Design mul_div_unit, sky130hd; sources not shown.
==> images/met2.png <==
Bar = 50 microns.
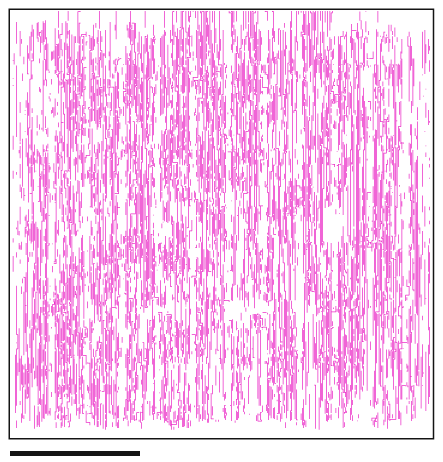
nets with wire on the layer: 1847
longest straight run: 72.8 microns
wire length on this layer: 24.0 mm
share of all routed wire: 46%
Post-Route WL: 52.5 mm
grt met2 use: 0.625
Vias: 15.6k

==> images/final_placement.png <==
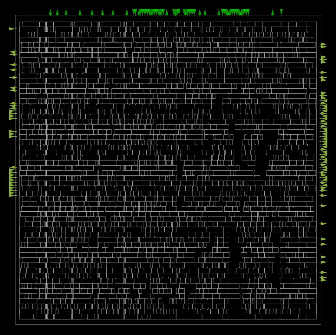
sequential share of cell area: 0.282
Tapcells: 330
flip-flops: 203
core area: 24800 sq um
Filler Cell Count: 1986

==> impl_metrics.json <==
{
  "outcome": "finished clean",
  "syn_to_final_growth_pct": 15.0,
  "die-area_sq_um": 26600,
  "path_buffers": 1,
  "hold_viol": 0,
  "grt_pass1_vias": 14400,
  "drv_slew": 0,
  "place_area_sq_um": 17200,
  "largest_reg_flops": 64,
  "place.gp.congestion": 0.960,
  "whs_ns": 0.473,
  "crit_chain": "clkdlybuf4s50_1 -> or4_1 -> or3_1 -> nor3_1 -> nand2_1 -> nor3b_1 -> a21oi_1 -> xnor2_1 -> nand2_1 -> o211ai_1 -> o21ai_0",
  "combGateArea_sq_um": 9940,
  "synth_warnings": 0,
  "clock_latency_ns": 0.53,
  "criticalPathCategory": "in -> reg",
  "syn_area_per_cell_sq_um": 7.94,
  "grt_max_degree": 133,
  "numPortBuffers": 144,
  "r2r_cells": 12,
  "clk_pin_slew_worst_paths_ns": 0.06,
  "grt_pass1_wl_mm": 79.9,
  "fp_util": 0.632,
  "rsz0062_at_grt": "no",
  "holdPathStages": 2,
  "nets": 2198,
  "yosys_cells": 1975,
  "ys_types": 83,
  "flop_cell": "dfrtp_1",
  "fmax_ghz": 0.189,
  "synthTopCellsByArea": "dfrtp_1, o21ai_0, nand2_1, ha_1, a21oi_1",
  "drc_errors": 0,
  "cp_slowest_cell": "nor3_1",
  "syn_nets": 2126,
  "synth_area_sq_um": 15700,
  "p_per_area_nw_per_um2": 260,
  "most-common-layout-cells": "nand2_1, nor2_1, dfrtp_1",
  "lay_top_count": "nand2_1"
}
## area by class of cell
type / count / area share
clock buffers: 30 / 0.0363
multi-input cells: 1590 / 0.551
inverters: 68 / 0.0146
repair buffers: 160 / 0.0866
well taps: 330 / 0.0229
flip-flops and latches: 203 / 0.282
clock inverters: 11 / 0.00646
## cell families (layout without fill, tap and decap cells)
kind of cell,after synthesis,after routing,synth area share
and+or+nand+nor,661,661,0.193
adders and majority gates,72,72,0.0584
buffers and inverters,182,269,0.0454
AOI/OAI and AO/OA,619,619,0.240
xor gates and xnor gates,172,172,0.0961
muxes,66,66,0.0429
DFF,203,203,0.324
## power by group
part,internal [uW],switching [uW],total (uW)
Combinational,1130,1340,2460
Clock,481,343,824
Sequential,1010,378,1390
Total,2620,2060,4680
## metal layers
| layer | vias to the layer above | wire length [microns] | GRT usage |
|---|---|---|---|
| met5 | - | 0 | 0 |
| met1 | 7477 | 21300 | 0.505 |
| met2 | 819 | 24000 | 0.625 |
| met3 | 154 | 4750 | 0.0702 |
| li1 | 7162 | - | - |
| met4 | 0 | 2500 | 0.167 |
## through the flow
| stage | worst slack, ns | total power [uW] | utilization | instances |
|---|---|---|---|---|
| after floorplan | 3.00 | 2950 | - | 1975 |
| after global placement | 5.13 | 3700 | 0.695 | 2351 |
| after CTS | 5.50 | 4620 | 0.726 | 2392 |
| after global routing | 5.27 | 4960 | 0.726 | 2392 |
| after detailed placement | 4.97 | 3780 | 0.695 | 2351 |
| final | 5.39 | 4680 | 0.726 | 2392 |
## synthesized netlist by cell type, drive strengths merged, types with 3 or more instances
library cell / count
nand4: 8
nor2: 212
nand3b: 4
dfrtp: 203
clkbuf: 98
a21oi: 174
nand3: 34
inv: 66
nor4: 15
mux2i: 57
a211oi: 48
a21o: 30
nor2b: 20
a31o: 4
ha: 70
o211ai: 30
buf: 16
o22ai: 4
and2: 13
o31a: 3
o31ai: 27
mux2: 9
o21a: 8
o21ai: 199
nand2: 251
a21boi: 3
a221o: 4
or4: 19
xor2: 86
nand2b: 14
o41ai: 11
nor3: 29
xnor2: 86
a31oi: 26
or2: 10
and3: 6
a22oi: 22
or3: 16
o21bai: 5
## worst reg2reg max path, stage by stage (launching register included)
cell and delay [ns]:
dfrtp_1 0.60, ha_1 0.37, o21a_1 0.21, a21oi_1 0.22, or4b_1 0.52, a21oi_2 0.38, a211oi_1 0.21, o21ai_1 0.42
o21ai_4 0.16, buf_4 0.38, o2111ai_1 0.20, o21ai_0 0.12, a221o_1 0.33
Power and IR drop assume default switching activity.
